--- src/rtl/alu_pkg.sv ---
// Shared opcode encodings, FSM state type and opcode helpers for the multicycle ALU.
package alu_pkg;

   localparam logic [3:0] OP_ADD  = 4'b0000;
   localparam logic [3:0] OP_SUB  = 4'b0001;
   localparam logic [3:0] OP_MUL  = 4'b0010;
   localparam logic [3:0] OP_DIV  = 4'b0011;
   localparam logic [3:0] OP_AND  = 4'b0100;
   localparam logic [3:0] OP_OR   = 4'b0101;
   localparam logic [3:0] OP_NAND = 4'b0110;
   localparam logic [3:0] OP_NOR  = 4'b0111;
   localparam logic [3:0] OP_XOR  = 4'b1000;
   localparam logic [3:0] OP_XNOR = 4'b1001;
   localparam logic [3:0] OP_EQ   = 4'b1010;
   localparam logic [3:0] OP_GT   = 4'b1011;
   localparam logic [3:0] OP_LT   = 4'b1100;
   localparam logic [3:0] OP_SHR1 = 4'b1101;
   localparam logic [3:0] OP_SHL1 = 4'b1110;
   localparam logic [3:0] OP_MOD  = 4'b1111;

   typedef enum logic [1:0] {
      ST_IDLE = 2'd0,
      ST_DIV  = 2'd1,
      ST_DONE = 2'd2
   } alu_state_t;

   function automatic logic is_divmod(input logic [3:0] op);
      return (op == OP_DIV) || (op == OP_MOD);
   endfunction

endpackage

--- src/rtl/alu_divider.sv ---
// Restoring unsigned divider: one quotient bit per clock, OPERAND_WIDTH iterations total.
// The first iteration runs on the start edge itself, so done pulses OPERAND_WIDTH-1 edges later.
module alu_divider
   import alu_pkg::*;
#(
   parameter int OPERAND_WIDTH = 8
) (
   input  logic                     clk,
   input  logic                     rst_n,
   input  logic                     start,
   input  logic [OPERAND_WIDTH-1:0] dividend,
   input  logic [OPERAND_WIDTH-1:0] divisor,
   output logic                     busy,
   output logic                     done,
   output logic [OPERAND_WIDTH-1:0] quotient,
   output logic [OPERAND_WIDTH-1:0] remainder
);

   localparam int W  = OPERAND_WIDTH;
   localparam int CW = $clog2(W + 1);

   logic [W-1:0]  rem_q, rem_d;
   logic [W-1:0]  quot_q, quot_d;
   logic [W-1:0]  dvs_q, dvs_d;
   logic [CW-1:0] cnt_q, cnt_d;
   logic          busy_q, busy_d;
   logic          done_q, done_d;

   logic [W-1:0]  step_rem;
   logic [W-1:0]  step_quot;
   logic [W-1:0]  step_dvs;
   logic [W:0]    partial;
   logic [W:0]    trial;
   logic [W:0]    quot_shift;
   logic [W-1:0]  rem_next;
   logic [W-1:0]  quot_next;

   // quot holds the not-yet-consumed dividend bits at the top and collects quotient bits at the bottom
   always_comb begin
      step_rem   = start ? '0       : rem_q;
      step_quot  = start ? dividend : quot_q;
      step_dvs   = start ? divisor  : dvs_q;
      partial    = {step_rem, step_quot[W-1]};
      trial      = partial - {1'b0, step_dvs};
      rem_next   = trial[W] ? partial[W-1:0] : trial[W-1:0];
      quot_shift = {step_quot, ~trial[W]};
      quot_next  = quot_shift[W-1:0];
   end

   always_comb begin
      rem_d  = rem_q;
      quot_d = quot_q;
      dvs_d  = dvs_q;
      cnt_d  = cnt_q;
      busy_d = busy_q;
      done_d = 1'b0;
      if (start) begin
         rem_d  = rem_next;
         quot_d = quot_next;
         dvs_d  = divisor;
         cnt_d  = CW'(1);
         busy_d = (W > 1);
         done_d = (W == 1);
      end else if (busy_q) begin
         rem_d  = rem_next;
         quot_d = quot_next;
         cnt_d  = cnt_q + CW'(1);
         if (cnt_q == CW'(W - 1)) begin
            busy_d = 1'b0;
            done_d = 1'b1;
         end
      end
   end

   always_ff @(posedge clk or negedge rst_n) begin
      if (!rst_n) begin
         rem_q  <= '0;
         quot_q <= '0;
         dvs_q  <= '0;
         cnt_q  <= '0;
         busy_q <= 1'b0;
         done_q <= 1'b0;
      end else begin
         rem_q  <= rem_d;
         quot_q <= quot_d;
         dvs_q  <= dvs_d;
         cnt_q  <= cnt_d;
         busy_q <= busy_d;
         done_q <= done_d;
      end
   end

   assign busy      = busy_q;
   assign done      = done_q;
   assign quotient  = quot_q;
   assign remainder = rem_q;

endmodule

--- src/rtl/multicycle_alu.sv ---
// Valid/ready ALU: single-cycle ops complete on the accept edge, div/mod run through alu_divider.
// Results and flags are registered and held in DONE until the consumer takes them.
module multicycle_alu
   import alu_pkg::*;
#(
   parameter int OPERAND_WIDTH = 8,
   parameter int OUTPUT_WIDTH  = 2 * OPERAND_WIDTH
) (
   input  logic                     CLK,
   input  logic                     RST,
   input  logic [OPERAND_WIDTH-1:0] A,
   input  logic [OPERAND_WIDTH-1:0] B,
   input  logic [3:0]               ALU_FUN,
   input  logic                     IN_VALID,
   output logic                     IN_READY,
   output logic [OUTPUT_WIDTH-1:0]  ALU_OUT,
   output logic                     OUT_VALID,
   input  logic                     OUT_READY,
   output logic                     ZERO_FLAG,
   output logic                     DIV_ERR
);

   alu_state_t              state_q, state_d;
   logic [OUTPUT_WIDTH-1:0] alu_out_q, alu_out_d;
   logic                    zero_q, zero_d;
   logic                    div_err_q, div_err_d;
   logic                    out_valid_q, out_valid_d;
   logic                    mod_op_q, mod_op_d;

   logic [OUTPUT_WIDTH-1:0]  a_ext;
   logic [OUTPUT_WIDTH-1:0]  b_ext;
   logic [OUTPUT_WIDTH-1:0]  single_res;
   logic [OUTPUT_WIDTH-1:0]  div_res;
   logic                     b_zero;
   logic                     accept;
   logic                     div_start;
   logic                     div_busy;
   logic                     div_done;
   logic [OPERAND_WIDTH-1:0] div_quot;
   logic [OPERAND_WIDTH-1:0] div_rem;

   assign a_ext  = OUTPUT_WIDTH'(A);
   assign b_ext  = OUTPUT_WIDTH'(B);
   assign b_zero = (B == '0);

   // div_busy is only ever high in DIV; it guards against accepting while the divider is occupied
   assign IN_READY = ((state_q == ST_IDLE) || ((state_q == ST_DONE) && OUT_READY)) && !div_busy;
   assign accept   = IN_VALID && IN_READY;

   // Div/mod entries here are the divide-by-zero results; a non-zero divisor goes to the divider
   always_comb begin
      single_res = '0;
      case (ALU_FUN)
         OP_ADD:  single_res = a_ext + b_ext;
         OP_SUB:  single_res = a_ext - b_ext;
         OP_MUL:  single_res = a_ext * b_ext;
         OP_DIV:  single_res = OUTPUT_WIDTH'({OPERAND_WIDTH{1'b1}});
         OP_AND:  single_res = a_ext & b_ext;
         OP_OR:   single_res = a_ext | b_ext;
         OP_NAND: single_res = ~(a_ext & b_ext);
         OP_NOR:  single_res = ~(a_ext | b_ext);
         OP_XOR:  single_res = a_ext ^ b_ext;
         OP_XNOR: single_res = ~(a_ext ^ b_ext);
         OP_EQ:   single_res = (a_ext == b_ext) ? OUTPUT_WIDTH'(1) : '0;
         OP_GT:   single_res = (a_ext >  b_ext) ? OUTPUT_WIDTH'(2) : '0;
         OP_LT:   single_res = (a_ext <  b_ext) ? OUTPUT_WIDTH'(3) : '0;
         OP_SHR1: single_res = a_ext >> 1;
         OP_SHL1: single_res = a_ext << 1;
         OP_MOD:  single_res = a_ext;
         default: single_res = '0;
      endcase
   end

   assign div_res = mod_op_q ? OUTPUT_WIDTH'(div_rem) : OUTPUT_WIDTH'(div_quot);

   always_comb begin
      state_d     = state_q;
      alu_out_d   = alu_out_q;
      zero_d      = zero_q;
      div_err_d   = div_err_q;
      out_valid_d = out_valid_q;
      mod_op_d    = mod_op_q;
      div_start   = 1'b0;
      case (state_q)
         ST_IDLE, ST_DONE: begin
            if (accept) begin
               if (is_divmod(ALU_FUN) && !b_zero) begin
                  state_d     = ST_DIV;
                  out_valid_d = 1'b0;
                  mod_op_d    = (ALU_FUN == OP_MOD);
                  div_start   = 1'b1;
               end else begin
                  state_d     = ST_DONE;
                  out_valid_d = 1'b1;
                  alu_out_d   = single_res;
                  zero_d      = (single_res == '0);
                  div_err_d   = is_divmod(ALU_FUN);
               end
            end else if ((state_q == ST_DONE) && OUT_READY) begin
               state_d     = ST_IDLE;
               out_valid_d = 1'b0;
            end
         end
         ST_DIV: begin
            if (div_done) begin
               state_d     = ST_DONE;
               out_valid_d = 1'b1;
               alu_out_d   = div_res;
               zero_d      = (div_res == '0);
               div_err_d   = 1'b0;
            end
         end
         default: begin
            state_d     = ST_IDLE;
            out_valid_d = 1'b0;
         end
      endcase
   end

   always_ff @(posedge CLK or negedge RST) begin
      if (!RST) begin
         state_q     <= ST_IDLE;
         alu_out_q   <= '0;
         zero_q      <= 1'b0;
         div_err_q   <= 1'b0;
         out_valid_q <= 1'b0;
         mod_op_q    <= 1'b0;
      end else begin
         state_q     <= state_d;
         alu_out_q   <= alu_out_d;
         zero_q      <= zero_d;
         div_err_q   <= div_err_d;
         out_valid_q <= out_valid_d;
         mod_op_q    <= mod_op_d;
      end
   end

   alu_divider #(
      .OPERAND_WIDTH(OPERAND_WIDTH)
   ) u_divider (
      .clk       (CLK),
      .rst_n     (RST),
      .start     (div_start),
      .dividend  (A),
      .divisor   (B),
      .busy      (div_busy),
      .done      (div_done),
      .quotient  (div_quot),
      .remainder (div_rem)
   );

   assign ALU_OUT   = alu_out_q;
   assign OUT_VALID = out_valid_q;
   assign ZERO_FLAG = zero_q;
   assign DIV_ERR   = div_err_q;

endmodule

--- config.mk ---
export PLATFORM = sky130hd
export DESIGN_NAME = multicycle_alu
export DESIGN_NICKNAME = d
export VERILOG_FILES = /design/src/rtl/alu_pkg.sv /design/src/rtl/alu_divider.sv /design/src/rtl/multicycle_alu.sv
export SDC_FILE = /design/constraint.sdc
export NUM_CORES = 1
export LEC_CHECK = 0
export CORE_MARGIN = 10
export CORE_UTILIZATION = 45
export DETAILED_ROUTE_END_ITERATION = 8
export GPL_TIMING_DRIVEN = 0
export HOLD_SLACK_MARGIN = 0.12
export PLACE_DENSITY = 0.62
export SYNTH_ARGS = -nofsm -noshare
export SYNTH_HDL_FRONTEND = slang
export SYNTH_SLANG_ARGS = --single-unit
--- constraint.sdc ---
create_clock -name CLK -period 4.8 [get_ports CLK]
set_input_delay 0.96 -clock CLK [delete_from_list [all_inputs] [get_ports CLK]]
set_output_delay 0.96 -clock CLK [all_outputs]
set_load 0.1 [all_outputs]
### Logic cells by family, run 1

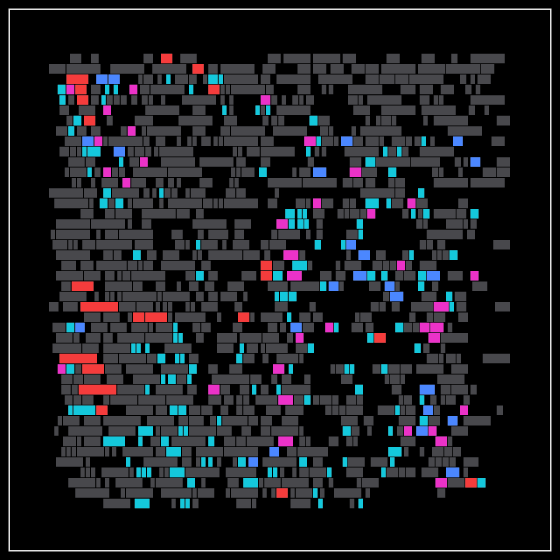
| family | colour | cells |
|---|---|---|
| xor and xnor cells | red | 21 |
| and/or cells | magenta | 35 |
| non-inverting ao/oa cells | blue | 24 |
| nor cells | cyan | 139 |
multi-input gate share of total cell area: 62.7%
Top cell excl fill/tap: nand2_1
fin cells: 1107

### M3 wires, run 1

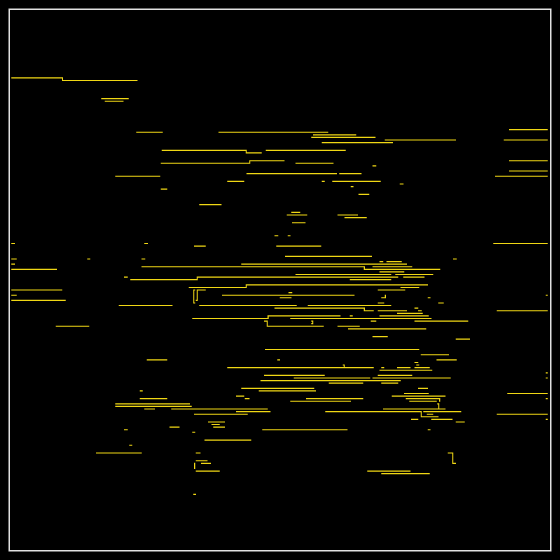
nets with wire on the layer: 119
main direction: horizontal
DR vias: 6721
GR Util met3: 4.97%
Post-Route WL: 24.7 mm

==> flow_metrics.tcl, run 1 <==
# collected from the flow reports
set metrics [dict create \
    nNonClkInverters 86 \
    top_cell "nor2_1" \
    clock_path_buffers 2 \
    setup_ws_ns -0.357 \
    coreArea_sq_um 14500 \
    nWellTaps 184 \
    dr.pass1.iters 6 \
    cts_tree "built" \
    cpMostUsedCell "fa_1" \
    slew_viol_final 0 \
    cp_slowest_cell "fa_1" \
    p_leak_nw 3.89 \
    slew_headroom_pct 33.3 \
    worst_pin_slew_ns 0.997 \
    drc 0 \
    timing.hold.ws_ns 0.472 \
    drive_above_1_share_pct 26.1 \
    cts_setup_buffers 39 \
    p_sw_w 0.00243 \
    htreeDepth 2 \
    startpoint "B[2]" \
    nonClkBufAreaFrac_pct 13.7 \
    hold_depth 2 \
    synth_stat.cells 820 \
    p_int_w 0.00224 \
    rsz0062_at_grt "true" \
    layout_top_cells "nand2_1, nor2_1, inv_1" \
    synthCells 820 \
    placed_area_sq_um 7430 \
    power_density_nw_per_um2 538 \
    finalNetCount 1055 \
    core_util_floorplan_pct 46.0 \
    worstSetupPathDepth 21 \
    p_seq_share_pct 16.0 \
    crit_type "primary input to flop" \
    worstHoldPathType "flop to flop" \
    clk_share_pct 1.83 \
    cts_resized 210 \
    crit_end "ZERO_FLAG" \
    setup_viol 6 \
    totalPowerFinal_w 0.00468 \
    power_leader "combinational logic" \
    dominant_cells "combinational gates" \
    ff_type "dfrtp_1" \
    path_buffers 6 \
    portBuffers 41 \
    design.seq.count 51 \
    gp_congestion 0.982 \
    holdPathEnd "ALU_OUT[15]" \
    dr.first_iter.drc_count 636 \
    maxCapViolCount 0 \
    warnings 45 \
    postSynth.asyncResetShare_pct 100 \
    grt-ovfl-total 0 \
    p_comb_share_pct 75.4 \
    grt_pass1_wl_mm 37.9 \
    grt_usage_pct 23.8 \
    grt_pass1_vias 6512 \
    regArea_sq_um 1280 \
    topCellsByArea "dfrtp_1, ha_1, fa_1, nor2_1, nand2_1" \
    ys_seq_share_pct 19.1 \
    dp_slack_ns -1.89 \
    dieArea_sq_um 20200 \
    synth_warnings 0 \
    rr_startpoint "state_q[0]" \
    buffers 134 \
    p_seq_w 0.000750 \
    ff2ff_path_depth 18 \
    wl_met2_mm 11.5 \
    nFillCells 1267 \
    wl_met3_mm 1.77 \
    violations "negative setup slack" \
    finalCritPeriodShare_pct 107 \
    hold_violations 0 \
    worst_hold_startpoint "ALU_OUT[15]" \
    final-comb-area_sq_um 5460 \
    dp_cells 1046 \
    cts-root-buf "clkbuf_16" \
    clk_pin_slew_ns 0.07 \
    synth_nets 952 \
    status "finished with violations" \
    routed_via_density 6.07 \
    netlist_area_sq_um 6690 \
    antennaDiodeCount 0 \
    fin_setup_tns_ns -1.11 \
    end_kind "flop" \
    p_clk_share_pct 8.6 \
    grt_busiest_layer "met2" \
    nClkBuffers 6 \
    die_h_microns 142 \
    netSwitchingFraction_pct 52.0 \
    cts_hold_buf 0 \
    reg2reg_to "u_divider.remainder[2]" \
    max_stage_delay_ns 0.54 \
    cts_inserted_buffers 5 \
    worst_skew_pair.late_latency_ns 0.29 \
    top_layer "met4" \
    r2r_slack_ns 1.11 \
    top_cell_area_share_pct 19.1 \
]
### Routing congestion, run 1

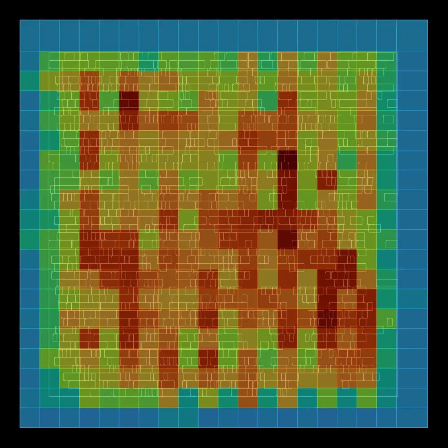
post-layout util: 59.8%
met2 GRT Util: 37.6%

==> run 1: flip-flops by register name, indices dropped and copies added (netlist names) <==
name / flops
u_divider.dvs_q: 8
u_divider.quotient: 8
u_divider.cnt_q: 4
DIV_ERR: 1
u_divider.busy: 1
state_q: 2
mod_op_q: 1
u_divider.remainder: 8
u_divider.done: 1
ZERO_FLAG: 1
ALU_OUT: 16
==> run 1: cells by family after synthesis <==
family          count (synthesis)  share of synthesized area [%]
mux                            25                           3.81
xor+xnor                       21                           2.86
simple gates                  296                           21.2
fa+ha+maj                     108                           24.6
buf+inv                       124                           8.23
compound gates                195                           20.3
flops                          51                           19.1
### Sequential cells coloured by netlist name, run 1

The bar under the picture is 50 microns long.
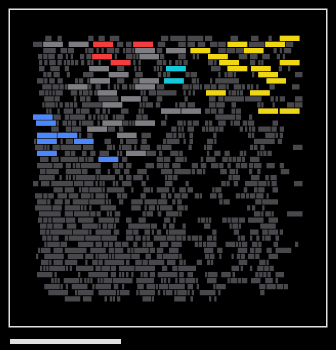

==> run 2, diff against run 1 <==
==> constraint.sdc (replaced) <==
create_clock -name CLK -period 6.2 [get_ports CLK]
set_input_delay 1.24 -clock CLK [delete_from_list [all_inputs] [get_ports CLK]]
set_output_delay 1.24 -clock CLK [all_outputs]
set_load 0.1 [all_outputs]
### Sequential cells coloured by netlist name, run 2

The bar under the picture is 50 microns long.
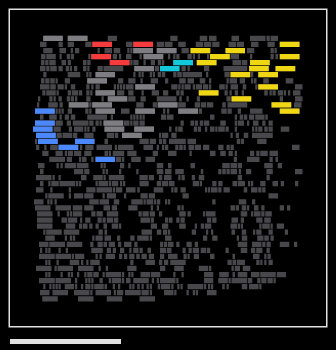
| netlist name | colour | sequential cells |
|---|---|---|
| state_q | cyan | 2 |
| u_divider.dvs_q | blue | 8 |
| ALU_OUT | yellow | 16 |
| u_divider.cnt_q | red | 4 |
not coloured: 21
flop share of the area: 16.7%
post-layout util: 52.5%
Seq power: 0.000583 W
sequential cell area: 1280 sq um

==> flow_metrics.tcl, run 2 <==
# collected from the flow reports
set metrics [dict create \
    status "completed" \
    ys.flops 51 \
    use_met3_pct 3.50 \
    dpl.hpwl_mm 18.6 \
    grt_usage_pct 23.4 \
    grt_max_degree 41 \
    path_buffers 4 \
    totalPowerFinal_w 0.00311 \
    crit_end "ZERO_FLAG" \
    dp_cells 1046 \
    syn_area_per_cell_sq_um 8.16 \
    wl_per_cell_microns 22.2 \
    final_area_sq_um 7630 \
    arrival_ns 6.27 \
    r2r_slack_ns 1.83 \
    nFillCells 1434 \
    cts-root-buf "clkbuf_16" \
    wirelength_mm 23.6 \
    final_common_cell "nor2_1" \
    worstSetupPathDepth 17 \
    timing.hold.ws_ns 0.471 \
    top_cell "nor2_1" \
    netSwitchingFraction_pct 53.4 \
    crit_type "primary input to flop" \
    rr_startpoint "state_q[0]" \
    finalNetCount 1011 \
    synth_stat.cells 820 \
    cts_sinks 51 \
    cpMostUsedCell "fa_1" \
    post-route-min-period_ns 6.03 \
    dominant_cells "combinational gates" \
    die_x_microns 142 \
    startpoint "A[1]" \
    edf_count 0 \
    synthCells 820 \
    grt-ovfl-total 0 \
    topCellsByArea "dfrtp_1, ha_1, fa_1, nor2_1, nand2_1" \
    drive_above_1_share_pct 12.2 \
    critPathMaxFanout 9 \
    synth_warnings 0 \
    vias 6464 \
    warnings 43 \
    clk_share_pct 2.25 \
    drt.antenna.violating_nets 0 \
    worst_skew_pair.late_latency_ns 0.30 \
    p_comb_share_pct 70.8 \
    holdPathEnd "DIV_ERR" \
    syn_to_final_growth_pct 14.0 \
    routed_via_density 6.08 \
    ff_type "dfrtp_1" \
    netlist_area_sq_um 6690 \
    portBuffers 41 \
    clk_pin_slew_ns 0.07 \
    clock_net_power_w 0.000323 \
    p_int_w 0.00145 \
    placed_area_sq_um 7350 \
    rsz0062_at_grt "true" \
    dr.pass1.iters 5 \
    worstHoldPathType "flop to flop" \
    setup_viol 0 \
    cp-start-kind "primary input" \
    dr.first_iter.drc_count 639 \
    largest_reg_flops 16 \
    path_cells "buf_2, clkinv_2, nor2_1, fa_1, fa_1, fa_1, inv_1, fa_1, inv_1, ha_1, nand3b_1, o21ai_0, a2111oi_2, a31oi_1, nor4_1, and4_1, a41o_1" \
    cp_top_family "adder cells" \
    clock_path_buffers 2 \
    max_stage_delay_ns 0.55 \
    ff2ff_path_depth 19 \
    stdcell_count 1064 \
    htreeDepth 2 \
    nClkBuffers 5 \
    cts_tree "built" \
    coreArea_sq_um 14500 \
    antennaDiodeCount 0 \
    fmax_mhz 166 \
    p_sw_w 0.00166 \
    postSynth.asyncResetShare_pct 100 \
    worst_pin_slew_ns 0.988 \
    antenna_found_initial 0 \
    slew_viol_final 0 \
    top_cells_by_count "nor2_1, nand2_1, inv_1, ha_1, dfrtp_1" \
    ir_drop_uv 406 \
    slew_headroom_pct 33.9 \
    hold_depth 2 \
    ys_area_sq_um 6690 \
    dp_slack_ns -1.07 \
    worst_hold_startpoint "DIV_ERR" \
    core_util_floorplan_pct 46.0 \
    top_cell_area_share_pct 19.1 \
    setup_ws_ns 0.169 \
    io_pins 44 \
    p_clk_share_pct 10.4 \
    use_met2_pct 36.6 \
    maxCapViolCount 0 \
    power_density_nw_per_um2 407 \
    die_h_microns 142 \
    synth_nets 952 \
    hold_violations 0 \
    comb_power_w 0.00220 \
    rows 44 \
    final-comb-area_sq_um 4900 \
    largest_area_cell "dfrtp_1" \
    drc 0 \
    grt_busiest_layer "met2" \
    logic_gate_count 645 \
    p_leak_nw 3.56 \
    synth.distinct_cells 85 \
    grtUsageMet1_pct 32.1 \
    nWellTaps 184 \
    ys_seq_share_pct 19.1 \
    dieArea_sq_um 20200 \
    cp.required_ns 6.43 \
    end_kind "flop" \
    finalCritPeriodShare_pct 97.3 \
    nNonClkInverters 86 \
    fin_setup_tns_ns 0 \
    layout_top_cells "nor2_1, nand2_1, inv_1" \
    nonClkBufAreaFrac_pct 9.20 \
    gp_congestion 0.956 \
    cts_inserted_buffers 5 \
    power_leader "combinational logic" \
    grt_pass1_vias 6422 \
    design.seq.count 51 \
    cp_slowest_cell "fa_1" \
    clock_skew_ns 0.00765 \
    comb_share_pct 64.3 \
    reg2reg_to "u_divider.remainder[2]" \
    grt_pass1_wl_mm 37.1 \
    p_seq_share_pct 18.8 \
    buffers 90 \
]
## run 2: cell families after synthesis
| kind of cell | Yosys count | synth area share [%] |
|---|---|---|
| adder cells (fa/ha/maj) | 108 | 24.6 |
| AND/OR/NAND/NOR | 296 | 21.2 |
| multiplexers | 25 | 3.81 |
| AND-OR/OR-AND | 195 | 20.3 |
| buffers and inverters | 124 | 8.23 |
| XOR/XNOR | 21 | 2.86 |
| flip-flops | 51 | 19.1 |
## run 2: layer usage
layer  part of all wire, %  wire length [microns]  vias up
met5                     0                      0        -
li1                      -                      -     2977
met1                    45                  10500     3168
met4                   4.0                    953        0
met3                   6.4                   1510       55
met2                    45                  10600      264
## run 2: repair_timing
action,in CTS,in global routing
gates resized,42,26
pin swaps,2,3
endpoints found under the setup margin,12,13
hold buffers,0,0
buffers inserted,9,1
### Logic cells by family, run 2

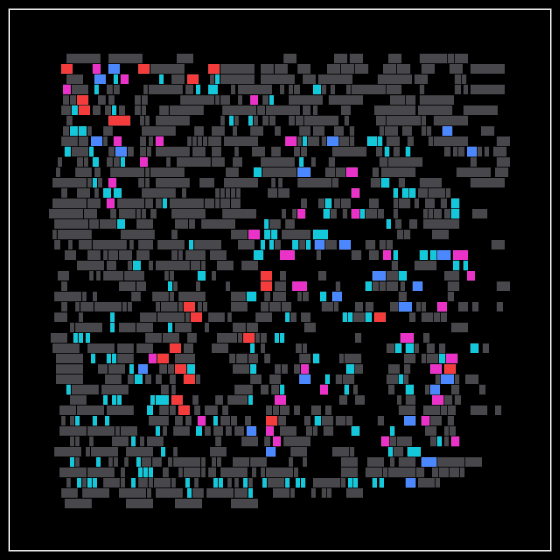

==> run 3, diff against run 2 <==
==> constraint.sdc (replaced) <==
create_clock -name CLK -period 5.78 [get_ports CLK]
set_input_delay 1.156 -clock CLK [delete_from_list [all_inputs] [get_ports CLK]]
set_output_delay 1.156 -clock CLK [all_outputs]
set_load 0.1 [all_outputs]
### Logic cells by family, run 3

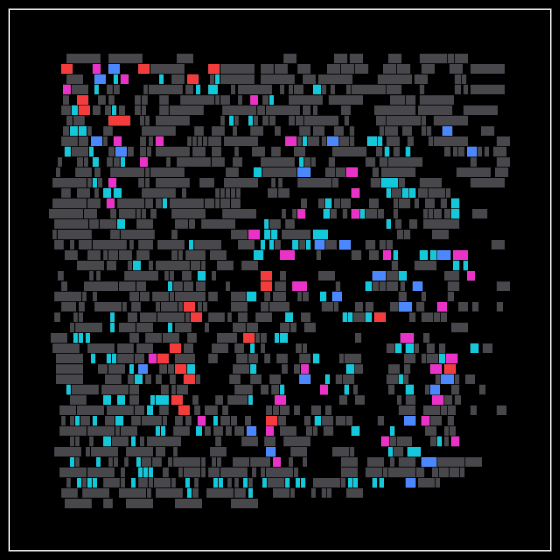
| family | colour | cells |
|---|---|---|
| and/or cells | magenta | 35 |
| xor and xnor cells | red | 21 |
| non-inverting ao/oa cells | blue | 24 |
| nor cells | cyan | 139 |
fin cells: 1085
multi-input gate share of total cell area: 63.3%

==> flow_metrics.tcl, run 3 <==
# collected from the flow reports
set metrics [dict create \
    cp.required_ns 6.01 \
    layout_top_cells "nand2_1, nor2_1, inv_1" \
    setup_viol 0 \
    portBuffers 41 \
    worstSetupPathDepth 19 \
    clock_skew_ns 0.00803 \
    topCellsByArea "dfrtp_1, ha_1, fa_1, nor2_1, nand2_1" \
    die_h_microns 142 \
    hold_violations 0 \
    p_leak_nw 3.64 \
    dr.first_iter.drc_count 593 \
    grt_pass1_wl_mm 37.3 \
    drive_above_1_share_pct 17.3 \
    ff2ff_path_depth 18 \
    top_cell "nor2_1" \
    largest_area_cell "dfrtp_1" \
    hold_depth 2 \
    startpoint "B[4]" \
    muxShareOfSynthArea_pct 3.81 \
    postSynth.asyncResetShare_pct 100 \
    path_cells "clkdlybuf4s18_2, nand2_1, fa_1, fa_1, inv_1, fa_1, inv_1, fa_1, inv_1, ha_1, o21ai_1, o21bai_1, a21oi_1, xnor2_1, a21oi_2, o211ai_1, nor4_2, and4_1, a41o_1" \
    vias 6596 \
    crit_type "primary input to flop" \
    cp-start-kind "primary input" \
    final_area_sq_um 7890 \
    crit_end "ZERO_FLAG" \
    dominant_cells "combinational gates" \
    cpMostUsedCell "fa_1" \
    grt_max_degree 41 \
    ir_drop_uv 402 \
    drt.antenna.violating_nets 0 \
    dieArea_sq_um 20200 \
    xor_share_pct 2.86 \
    cts_tree "built" \
    cts-root-buf "clkbuf_16" \
    wl_met2_mm 11.0 \
    synthCells 820 \
    nNonClkInverters 86 \
    clk_share_pct 2.17 \
    finalCritPeriodShare_pct 97.0 \
    largest_reg_flops 16 \
    r2r_slack_ns 1.68 \
    status "completed" \
    placed_area_sq_um 7350 \
    ys_area_sq_um 6690 \
    rows 44 \
    holdPathEnd "DIV_ERR" \
    ff_type "dfrtp_1" \
    synth_nets 952 \
    antenna_found_initial 0 \
    core_util_floorplan_pct 46.0 \
    wl_met1_mm 10.7 \
    cp_slowest_cell "fa_1" \
    synth_warnings 0 \
    ys_sh_adder_pct 24.6 \
    slew_headroom_pct 33.9 \
    logic_gate_count 645 \
    maxCapViolCount 0 \
    power_density_nw_per_um2 430 \
    rr_startpoint "state_q[1]" \
    arrival_ns 5.84 \
    nWellTaps 184 \
    totalPowerFinal_w 0.00339 \
    wirelength_mm 23.9 \
    nFillCells 1430 \
    buffers 111 \
    io_pins 44 \
    wl_per_cell_microns 22.1 \
    dp_cells 1046 \
    clk_pin_slew_ns 0.07 \
    worst_pin_slew_ns 0.988 \
    slew_viol_final 0 \
    worst_hold_startpoint "DIV_ERR" \
    final-comb-area_sq_um 5000 \
    nonClkBufAreaFrac_pct 10.8 \
    regArea_sq_um 1280 \
    netlist_area_sq_um 6690 \
    cts_sinks 51 \
    fmax_mhz 178 \
    worstHoldPathType "flop to flop" \
    reg2reg_to "u_divider.remainder[2]" \
    final_common_cell "nand2_1" \
]
[run 3: power breakdown]
group          leakage, nW  switching (W)  total [W]  internal (W)
sequential           0.645       0.000107   0.000625      0.000518
combinational         2.91        0.00156    0.00242      0.000864
clock               0.0804       0.000140   0.000345      0.000206
[run 3: what timing repair did]
action	CTS	global route
setup endpoints to repair	22	13
buffers inserted	14	17
resized	83	47
pin swaps	3	15
[run 3: routing by layer]
layer	GRT usage, %	vias to the layer above
met4	8.50	0
li1	-	3019
met3	3.50	44
met1	32.2	3287
met2	36.9	246
met5	0	-
[run 3: stage by stage]
stage	utilization [%]	setup slack, ns	hold WS (ns)
after floorplan	-	0.349	0.441
final	54.3	0.174	0.473
after global routing	54.3	-0.0130	0.500
after CTS	52.8	0.00309	0.474
after detailed placement	50.6	-1.40	0.459
after global placement	50.5	-1.29	0.455
No activity file was given, so power comes from the tool's default toggle rates.
